`src/rtl/pwm_capture.sv`:
```
`default_nettype none
// ============================================================================
// Module      : pwm_capture
// Description : Measures high time and period of an asynchronous PWM input
//               in clk_i cycles, with timeout, one-shot/continuous modes and
//               a small register interface.
// Revision    : 1.0 - initial release
// ============================================================================
module pwm_capture (
    input  logic        clk_i,
    input  logic        rst_ni,
    input  logic        write,
    input  logic [7:0]  addr_i,
    input  logic [31:0] wdata_i,
    output logic [31:0] rdata_o,
    input  logic        pwm_i,
    output logic        irq_o
);

    localparam logic [7:0] c_addr_ctrl    = 8'h00;
    localparam logic [7:0] c_addr_status  = 8'h04;
    localparam logic [7:0] c_addr_high    = 8'h08;
    localparam logic [7:0] c_addr_period  = 8'h0C;
    localparam logic [7:0] c_addr_timeout = 8'h10;

    typedef enum logic [1:0] {
        ST_IDLE = 2'd0,
        ST_ARM  = 2'd1,
        ST_HIGH = 2'd2,
        ST_LOW  = 2'd3
    } state_t;

    state_t      r_state;
    state_t      w_state_nxt;
    logic        r_sync1, r_sync2, r_dly;
    logic [31:0] r_cnt, w_cnt_nxt;
    logic [31:0] r_high_tmp, w_high_tmp_nxt;
    logic [2:0]  r_ctrl;
    logic        r_valid, r_ovf;
    logic [31:0] r_high, r_period, r_timeout;

    logic        w_rise, w_fall;
    logic        w_wr_ctrl, w_wr_status, w_wr_timeout, w_disable;
    logic [31:0] w_timeout_eff, w_cnt_inc;
    logic        w_expired, w_capture, w_ovf_set;

    assign w_rise = r_sync2 & ~r_dly;
    assign w_fall = ~r_sync2 & r_dly;

    assign w_wr_ctrl    = write && (addr_i == c_addr_ctrl);
    assign w_wr_status  = write && (addr_i == c_addr_status);
    assign w_wr_timeout = write && (addr_i == c_addr_timeout);
    assign w_disable    = w_wr_ctrl && !wdata_i[0];

    assign w_timeout_eff = (r_timeout == 32'd0) ? 32'd1 : r_timeout;
    assign w_cnt_inc     = (&r_cnt) ? r_cnt : r_cnt + 32'd1;
    // >= rather than == so a TIMEOUT lowered below a running count still fires
    assign w_expired     = (r_cnt >= w_timeout_eff);

    always_ff @(posedge clk_i or negedge rst_ni) begin
        if (!rst_ni) begin
            r_sync1 <= 1'b0;
            r_sync2 <= 1'b0;
            r_dly   <= 1'b0;
        end else begin
            r_sync1 <= pwm_i;
            r_sync2 <= r_sync1;
            r_dly   <= r_sync2;
        end
    end

    always_ff @(posedge clk_i or negedge rst_ni) begin
        if (!rst_ni) begin
            r_state    <= ST_IDLE;
            r_cnt      <= 32'd0;
            r_high_tmp <= 32'd0;
        end else begin
            r_state    <= w_state_nxt;
            r_cnt      <= w_cnt_nxt;
            r_high_tmp <= w_high_tmp_nxt;
        end
    end

    always_comb begin
        w_state_nxt    = r_state;
        w_cnt_nxt      = r_cnt;
        w_high_tmp_nxt = r_high_tmp;
        w_capture      = 1'b0;
        w_ovf_set      = 1'b0;
        case (r_state)
            ST_IDLE: begin
                w_cnt_nxt = 32'd0;
                if (r_ctrl[0]) w_state_nxt = ST_ARM;
            end
            ST_ARM: begin
                if (w_rise) begin
                    w_cnt_nxt   = 32'd1;
                    w_state_nxt = ST_HIGH;
                end
            end
            ST_HIGH: begin
                if (w_fall) begin
                    w_high_tmp_nxt = r_cnt;
                    w_cnt_nxt      = w_cnt_inc;
                    w_state_nxt    = ST_LOW;
                end else if (w_expired) begin
                    w_ovf_set   = 1'b1;
                    w_cnt_nxt   = 32'd0;
                    w_state_nxt = ST_ARM;
                end else begin
                    w_cnt_nxt = w_cnt_inc;
                end
            end
            ST_LOW: begin
                if (w_rise) begin
                    w_capture   = 1'b1;
                    w_cnt_nxt   = r_ctrl[1] ? 32'd1 : 32'd0;
                    w_state_nxt = r_ctrl[1] ? ST_HIGH : ST_IDLE;
                end else if (w_expired) begin
                    w_ovf_set   = 1'b1;
                    w_cnt_nxt   = 32'd0;
                    w_state_nxt = ST_ARM;
                end else begin
                    w_cnt_nxt = w_cnt_inc;
                end
            end
            default: w_state_nxt = ST_IDLE;
        endcase
        // Software disable discards whatever the FSM was about to record
        if (w_disable) begin
            w_state_nxt = ST_IDLE;
            w_cnt_nxt   = 32'd0;
            w_capture   = 1'b0;
            w_ovf_set   = 1'b0;
        end
    end

    always_ff @(posedge clk_i or negedge rst_ni) begin
        if (!rst_ni) begin
            r_ctrl    <= 3'd0;
            r_valid   <= 1'b0;
            r_ovf     <= 1'b0;
            r_high    <= 32'd0;
            r_period  <= 32'd0;
            r_timeout <= 32'hFFFF_FFFF;
        end else begin
            if (w_wr_ctrl)
                r_ctrl <= wdata_i[2:0];
            else if (w_capture && !r_ctrl[1])
                r_ctrl[0] <= 1'b0;
            r_valid <= w_capture | (r_valid & ~(w_wr_status & wdata_i[0]));
            r_ovf   <= w_ovf_set | (r_ovf & ~(w_wr_status & wdata_i[1]));
            if (w_capture) begin
                r_high   <= r_high_tmp;
                r_period <= r_cnt;
            end
            if (w_wr_timeout)
                r_timeout <= wdata_i;
        end
    end

    always_comb begin
        rdata_o = 32'd0;
        case (addr_i)
            c_addr_ctrl:    rdata_o = {29'd0, r_ctrl};
            c_addr_status:  rdata_o = {29'd0, (r_state != ST_IDLE), r_ovf, r_valid};
            c_addr_high:    rdata_o = r_high;
            c_addr_period:  rdata_o = r_period;
            c_addr_timeout: rdata_o = r_timeout;
            default:        rdata_o = 32'd0;
        endcase
    end

    assign irq_o = r_ctrl[2] & (r_valid | r_ovf);

endmodule
`default_nettype wire

```
`config.mk`:
```
export PLATFORM = sky130hd
export DESIGN_NAME = pwm_capture
export DESIGN_NICKNAME = d
export VERILOG_FILES = /design/src/rtl/pwm_capture.sv
export SDC_FILE = /design/constraint.sdc
export NUM_CORES = 1
export LEC_CHECK = 0
export ABC_AREA = 1
export CORE_ASPECT_RATIO = 1.2
export CORE_MARGIN = 3
export CORE_UTILIZATION = 35
export DETAILED_ROUTE_END_ITERATION = 12
export REMOVE_ABC_BUFFERS = 1
export SETUP_SLACK_MARGIN = 0.1
export SYNTH_ARGS = -nofsm -noshare
export SYNTH_HDL_FRONTEND = slang
export SYNTH_SLANG_ARGS = --single-unit
```
`constraint.sdc`:
```
create_clock -name clk_i -period 2.4 [get_ports clk_i]
set_clock_uncertainty 0.1 [all_clocks]
set_input_delay 0.48 -clock clk_i [delete_from_list [all_inputs] [get_ports clk_i]]
set_output_delay 0.48 -clock clk_i [all_outputs]
set_load 0.05 [all_outputs]
```
Figure 1. Clock nets (run 1).
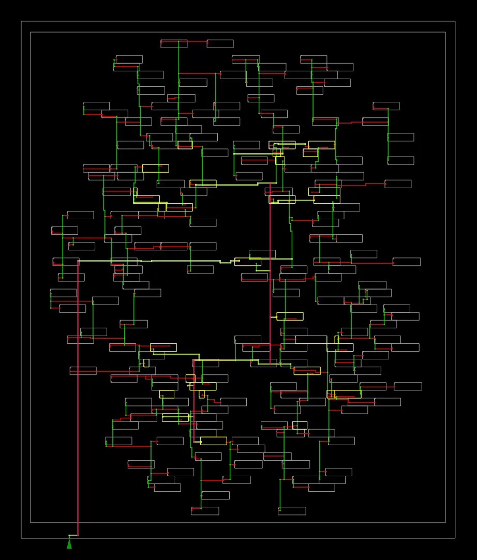
clk ins delay skew pair: 0.43 ns
number of clock sinks: 170
Clock buffer cells: 23

Figure 2. The metal 4 layer (run 1).
Supply wires on this layer in gray.
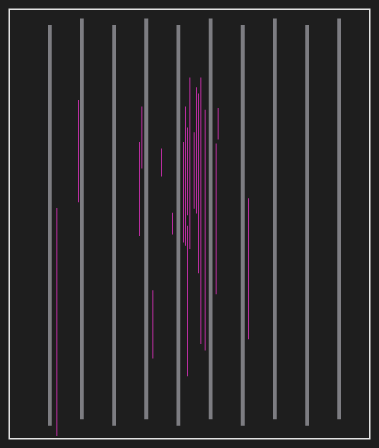
main direction: vertical
share of all routed wire: 3.4%
longest straight run: 112 um
nets with wire on the layer: 17
via count: 8,560
drt total wl: 30,570 um

==> flow_summary.json, run 1 <==
{
  "worstSetupEndpointType": "primary output",
  "p_per_area_nw_per_um2": 521.5,
  "final_cell_mix": "215 x nand2_1, 160 x inv_1, 138 x dfrtp_1, 107 x buf_4, 101 x o21ai_0",
  "worst_setup_path_start_kind": "input port",
  "clk_pin_slew_ns": 0.07,
  "syn_avg_cell_area_um2": 8.151,
  "dp_hpwl_um": 19520,
  "die_y_um": 180.6,
  "yosys-top-cells-area": "dfrtp_1 39%, nand2_1 10%, dfstp_2 9.5%",
  "synth_area_um2": 8892,
  "topCombFamilyByArea": "simple AND/OR/NAND/NOR gates",
  "critPathKind": "in2out",
  "cp_data_required_time_ns": 1.82,
  "yosys_warnings": 0,
  "vias_per_cell": 5.226,
  "holdWs_ns": 0.2553,
  "cts_buffer_depth": 2,
  "r2r_slack_ns": -0.27,
  "root_buffer": "clkbuf_16",
  "edf_count": 0,
  "drc": 0,
  "die_w_um": 151.5,
  "synth.cellmix.simpleShare_pct": 20.09,
  "worstMarginPinSlew_ns": 0.7032,
  "ios": 77,
  "hold_path.class": "reg2reg",
  "dp_worst_setup_slack_ns": -0.5541,
  "yosys_cells": 1091,
  "die_area_um2": 27360,
  "grt_first_pass_wirelength_um": 48360,
  "ff_type": "dfrtp_1",
  "cp_max_fo": 4,
  "fp-row-count": 63,
  "xor_share_pct": 2.167,
  "violations": "negative setup slack",
  "diodes": 0,
  "mux_area_share_pct": 0,
  "layout.cells.most_common": "nand2_1",
  "drive_above_1_share_pct": 31.23,
  "tritoncts": "built",
  "fp-utilization_pct": 35.81,
  "hold_viol": 0,
  "antenna_found_initial": 0,
  "fin_crit_ns": 2.713,
  "synthArstFlopShare_pct": 100.0,
  "p_leak_nw": 5.992,
  "fin_cells": 1638,
  "finalMaxSlewViolations": 0,
  "grt_max_degree": 66,
  "top_area_share_pct": 38.83,
  "period_used_pct": 113.0,
  "setup_viol": 67,
  "synthCells": 1091,
  "warning_count": 27,
  "drv_cap": 0,
  "synthAoiAreaFrac_pct": 14.99,
  "finalPower_w": 0.007044,
  "htreeDepth": 4,
  "ys.flops": 170,
  "status": "finished, violations left",
  "fmaxAchievable_mhz": 368.6,
  "ys_sh_adder_pct": 4.643,
  "slew-limit-headroom_pct": 52.68,
  "area_growth_pct": 51.89,
  "nNetsFinal": 1377,
  "postSynthSeqShare_pct": 48.29,
  "drt_pass1_iterations": 6,
  "ir_drop_uv": 407.6,
  "grt_pass1_vias": 8922,
  "postRouteAntennaNets": 0,
  "crit_arrival_ns": 2.13,
  "yosys-stat-area_um2": 8892,
  "top_area_cell": "dfrtp_1",
  "ys_types": 34,
  "place_congestion": 0.9520,
  "cts-buffers-inserted": 17,
  "rsz0062_at_grt": "true",
  "track_usage_pct": 22.66,
  "setup_slack_ns": -0.3132,
  "wl_per_cell_um": 18.66,
  "core_um2": 24830,
  "portBuffers": 76
}
Figure 3. Clock distribution (run 1).
The bar under the picture is 50 um long.
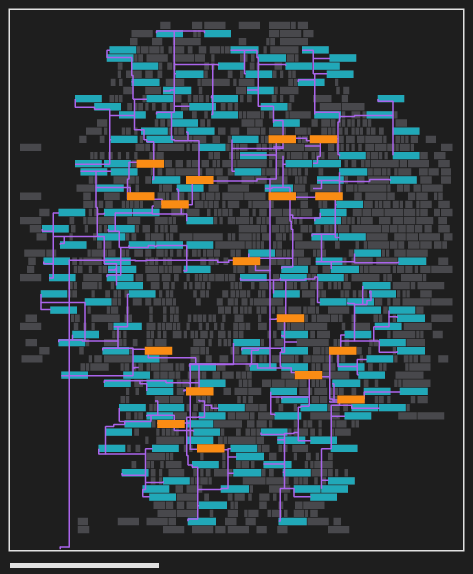
legend:
  flip-flops:
    color: cyan
    count: 170
  cells driving clock nets:
    color: orange
    count: 17
  clock wires:
    color: purple
    length: 2,250 um
routed clock nets: 18
Clock group: 0.00283 W
clock network power share: 40.2%

## run 1: where the power goes
part / leakage (nW) / internal, W / switching (W)
clock: 0.286 / 0.00165 / 0.00118
combinational: 3.46 / 0.000425 / 0.000702
sequential: 2.24 / 0.00299 / 0.0000956
## run 1: cell families after synthesis
| family | Yosys count |
|---|---|
| XOR/XNOR | 22 |
| AND/OR/NAND/NOR | 420 |
| buffers and inverters | 210 |
| adder cells (fa/ha/maj) | 33 |
| AND-OR/OR-AND | 236 |
| flip-flops | 170 |
## run 1: critical path: stages
cell,delay [ns]
buf_6,0.09
or2_4,0.26
nor2_4,0.10
nand4_1,0.14
buf_4,0.18
o21ai_4,0.06
buf_6,0.16
buf_12,0.11
buf_16,0.14
nand3_4,0.06
o221ai_2,0.06
buf_4,0.15
buf_12,0.12
## run 1: cells in the mapped netlist (2+ instances only)
cell / number
a21oi_1: 54
buf_2: 16
buf_4: 3
buf_6: 7
clkbuf_1: 16
dfrtp_1: 138
dfstp_2: 32
ha_1: 33
inv_1: 166
nand2_1: 241
nand2_2: 3
nand2_4: 2
nand3_1: 39
nand4_1: 18
nor2_1: 84
nor2_2: 4
nor3_1: 10
nor4_1: 15
o21a_1: 3
o21ai_0: 111
o21ai_1: 19
o221ai_1: 31
o22ai_1: 14
xor2_1: 22
## run 1: metal layers
metal	share of wire, %	vias to the layer above	track usage (%)	wire (um)
met5	0	-	0	0
met4	3.4	0	9.241	1034
met3	5.8	48	3.874	1782
met2	50	294	38.03	15360
met1	41	4205	28.78	12380
li1	-	4013	-	-
## run 1: metrics by stage
stage | area, um2 | TNS [ns]
6_report | 13510 | -13.12
5_1_grt | 13510 | -22.85
4_1_cts | 13210 | -8.618
3_5_place_dp | 11200 | -33.40
3_3_place_gp | 11200 | -31.56
2_1_floorplan | 8646 | -125.78
## run 1: final timing paths
kind                                                start                        to  cells past startpoint
worst max-delay path                            addr_i[0]                rdata_o[3]                     13
worst min-delay path                    r_sync1$_DFF_PN0_         r_sync2$_DFF_PN0_                      0
min in group asynchronous                          rst_ni    r_high[12]$_DFFE_PN0P_                      2
worst min register to register          r_sync1$_DFF_PN0_         r_sync2$_DFF_PN0_                      0
max in group asynchronous                          rst_ni  r_timeout[2]$_DFFE_PN1P_                      3
worst max register to register  r_timeout[15]$_DFFE_PN1P_     r_cnt[14]$_DFFE_PN0P_                     19
## run 1: timing repair
item / CTS / global route
gates resized: 219 / 67
setup endpoints to repair: 68 / 67
pin swaps: 28 / 21
setup buffers: 24 / 8
hold endpoints to repair: 33 / 0
hold buffers: 1 / 0
cloned: 10 / 1
## run 1: state kept, by name, summed over array words and instances, names as in the netlist
| register | flops |
|---|---|
| r_state | 2 |
| r_ctrl | 3 |
| r_cnt | 32 |
| r_period | 32 |
| r_high_tmp | 32 |
| r_dly | 1 |
| r_valid | 1 |
| r_high | 32 |
| r_timeout | 32 |
| r_ovf | 1 |
| r_sync2 | 1 |
| r_sync1 | 1 |
## run 1: area by class of cell
cell class	count	area (um2)
Inverter	167	636.9
Clock inverter	9	110.1
Timing Repair Buffer	233	2761
Fill cell	2168	11320
Multi-Input combinational cell	711	4810
Clock buffer	23	488.0
Sequential cell	170	4294
Tap cell	325	406.6
Figure 4. Cell sizes after repair (run 1).
The bar under the picture is 50 um long.
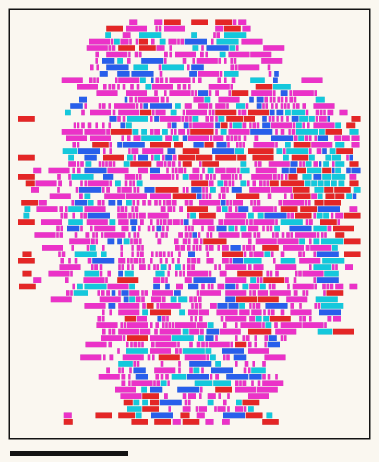

==> run 2: changes to the inputs <==
Settings changed: PLACE_DENSITY_LB_ADDON from default to 0.25.
Figure 5. Cell sizes after repair (run 2).
The bar under the picture is 50 um long.
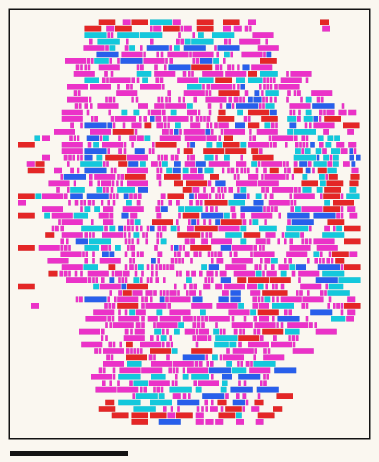
legend:
  drive 1 or less:
    color: magenta
    cells: 926
  drive 2:
    color: blue
    cells: 96
  drive 6 and up:
    color: red
    cells: 105
  drive 3 to 4:
    color: cyan
    cells: 165
Non-clock buffers: 212
area grow syn2layout: 49.26%
design area: 13,270 um2
Worst Slack Setup Final: -0.2099 ns

Figure 6. Clock nets (run 2).
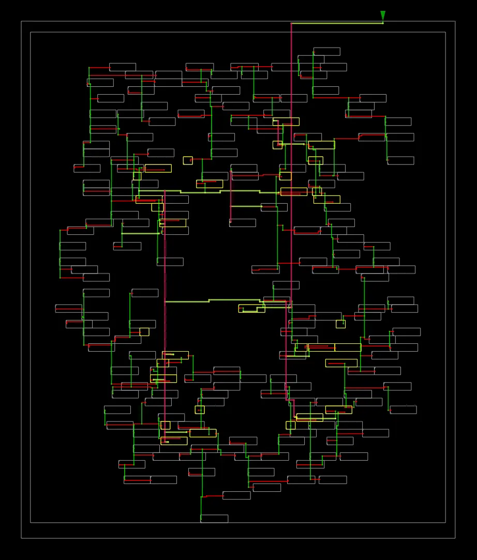
Clock group: 0.00280 W
Clock buffer cells: 18
registers: 170
CTS Buf Count: 17
clk ins delay skew pair: 0.44 ns

Figure 7. Clock distribution (run 2).
The bar under the picture is 50 um long.
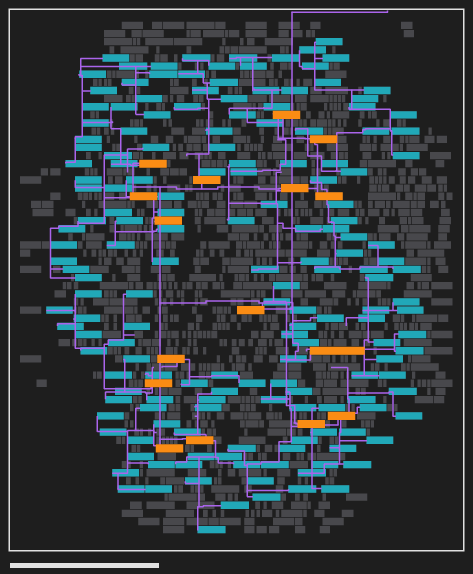
clock network power share: 39.9%

==> run 2 against run 1 <==
  * The flow still finishes with violations (negative setup slack)
  * Flip-flop count unchanged
  * Via count down 3.6%
  * Sequential share of layout area up 0.56 points
  * Routed wire length down 3.4%
  * Utilization down 0.94 points
  * Non-clock buffer count down 21
  * Sequential power about the same
  * Count of clock-buffer cells in the layout down 5
  * Cell count down 1.3%
  * First-iteration DRC count down 3.8%
  * Critical endpoint is now r_cnt[12]$_DFFE_PN0P_
==> flow_summary.json, run 2 <==
{
  "antenna_found_initial": 0,
  "ys.flops": 170,
  "drive_above_1_share_pct": 28.33,
  "fin_crit_ns": 2.610,
  "ff_type": "dfrtp_1",
  "synth.top_cells.by_count": "241 x nand2_1, 166 x inv_1, 138 x dfrtp_1",
  "min_from": "r_sync1$_DFF_PN0_",
  "finalPower_w": 0.007020,
  "vias": 8248,
  "place_congestion": 0.9385,
  "setup_slack_ns": -0.2099,
  "yosys-stat-area_um2": 8892,
  "fmaxAchievable_mhz": 383.2,
  "top_area_share_pct": 38.83,
  "p_leak_nw": 5.785,
  "yosys-top-cells-area": "dfrtp_1 39%, nand2_1 10%, dfstp_2 9.5%",
  "postSynthSeqShare_pct": 48.29,
  "worstSetupEndpointType": "flop",
  "ys_types": 34,
  "r2r_slack_ns": -0.21,
  "rsz0062_at_grt": "true",
  "edf_count": 0,
  "core_um2": 24830,
  "drc": 0,
  "period_used_pct": 108.7,
  "postRouteAntennaNets": 0,
  "rr_worst_depth": 19,
  "hold_viol": 0,
  "xor_share_pct": 2.167,
  "holdWs_ns": 0.2527,
  "wl_per_cell_um": 18.27,
  "nNetsFinal": 1356,
  "p_per_area_nw_per_um2": 528.9,
  "synth.cellmix.simpleShare_pct": 20.09,
  "cp_max_fo": 6,
  "crit_arrival_ns": 2.87,
  "track_usage_pct": 20.93,
  "finalWirelength_um": 29540,
  "cp_data_required_time_ns": 2.66,
  "synthCells": 1091,
  "status": "finished, violations left",
  "finalMaxSlewViolations": 0,
  "die_y_um": 180.6,
  "drt_pass1_iterations": 7,
  "setup_viol": 67,
  "ir_drop_uv": 420.6,
  "hold_path_end": "r_sync2$_DFF_PN0_",
  "root_buffer": "clkbuf_16",
  "die_area_um2": 27360,
  "synth_area_um2": 8892,
  "tritoncts": "built",
  "grt_pass1_vias": 8308,
  "top_cell": "nand2_1",
  "vias_per_cell": 5.101,
  "fp-utilization_pct": 35.81,
  "warning_count": 27,
  "worstMarginPinSlew_ns": 0.4855,
  "cts_buffer_depth": 2,
  "ys_sh_adder_pct": 4.643,
  "topCombFamilyByArea": "simple AND/OR/NAND/NOR gates",
  "yosys_cells": 1091,
  "die_w_um": 151.5,
  "violations": "negative setup slack",
  "r2r-end": "r_cnt[12]$_DFFE_PN0P_"
}
## run 2: cell counts after synthesis
No cell type changed its count.
## run 2: repair_timing
| action | CTS | global route |
|---|---|---|
| hold buffers | 1 | 0 |
| gates resized | 142 | 97 |
| pin swaps | 19 | 16 |
| setup buffers | 7 | 2 |
| gates cloned | 3 | 7 |
| endpoints found under the setup margin | 68 | 67 |
| endpoints found under the hold margin | 30 | 0 |
## run 2: logic make-up after synthesis
logic type,after synthesis
XOR/XNOR,22
adder cells (fa/ha/maj),33
AND/OR/NAND/NOR,420
flip-flops,170
buffers and inverters,210
AND-OR/OR-AND,236
## run 2: cell type report
type | instances | area, um2
sequential | 170 | 4294
clock buffer | 18 | 439.2
timing repair buffer | 212 | 2516
inverter | 167 | 636.9
clock inverter | 14 | 152.6
multi-input combinational | 711 | 4827
fill | 2243 | 11560
tap | 325 | 406.6
## run 2: how the worst max path moves through the flow
stage,from,end,slack (ns),depth (start not counted)
2_1_floorplan,r_state[1]$_DFFE_PN0P_,r_cnt[27]$_DFFE_PN0P_,-0.90,10
6_report,r_timeout[11]$_DFFE_PN1P_,r_cnt[12]$_DFFE_PN0P_,-0.21,19
3_3_place_gp,addr_i[1],rdata_o[11],-0.58,10
3_5_place_dp,addr_i[1],rdata_o[11],-0.53,10
5_1_grt,r_timeout[13]$_DFFE_PN1P_,r_cnt[8]$_DFFE_PN0P_,-0.34,19
4_1_cts,addr_i[0],rdata_o[5],-0.16,11
## run 2: critical path: stages, from the launching register on
cell and delay, ns:
dfstp_2 0.39, nor4_4 0.27, buf_4 0.17, nand4_1 0.08, o21ai_1 0.16, ha_2 0.28
nand4_1 0.08, nor2_1 0.05, nor2_1 0.08, nand2_1 0.06, nand2_1 0.06, nand2_1 0.06
nand2_2 0.10, nand2_4 0.07, nand2_4 0.10, nand2_8 0.08, inv_8 0.09, clkbuf_16 0.14
nand2_1 0.04, o21ai_1 0.07
## run 2: stage by stage
stage / setup TNS, ns / setup slack [ns]
finish: -8.799 / -0.2099
global route: -15.28 / -0.3404
detailed placement: -25.98 / -0.5332
floorplan: -125.78 / -0.9049
CTS: -7.103 / -0.1640
global placement: -25.26 / -0.5785
## run 2: metal layers
metal | routed length [um] | part of all wire, % | track usage (%) | up-vias
li1 | - | - | - | 3957
met1 | 12650 | 43 | 27.61 | 4018
met2 | 14590 | 49 | 34.69 | 224
met3 | 1327 | 4.5 | 2.893 | 49
met4 | 973 | 3.3 | 8.055 | 0
met5 | 0 | 0 | 0 | -
## run 2: where the power goes
| group | switching (W) | leakage, nW | internal [W] | total, W |
|---|---|---|---|---|
| clock network | 0.00129 | 0.290 | 0.00151 | 0.00280 |
| logic | 0.000701 | 3.25 | 0.000442 | 0.00114 |
| registers | 0.0000889 | 2.24 | 0.00299 | 0.00308 |
| total | 0.00208 | 5.78 | 0.00494 | 0.00702 |
Power and IR drop assume default switching activity.
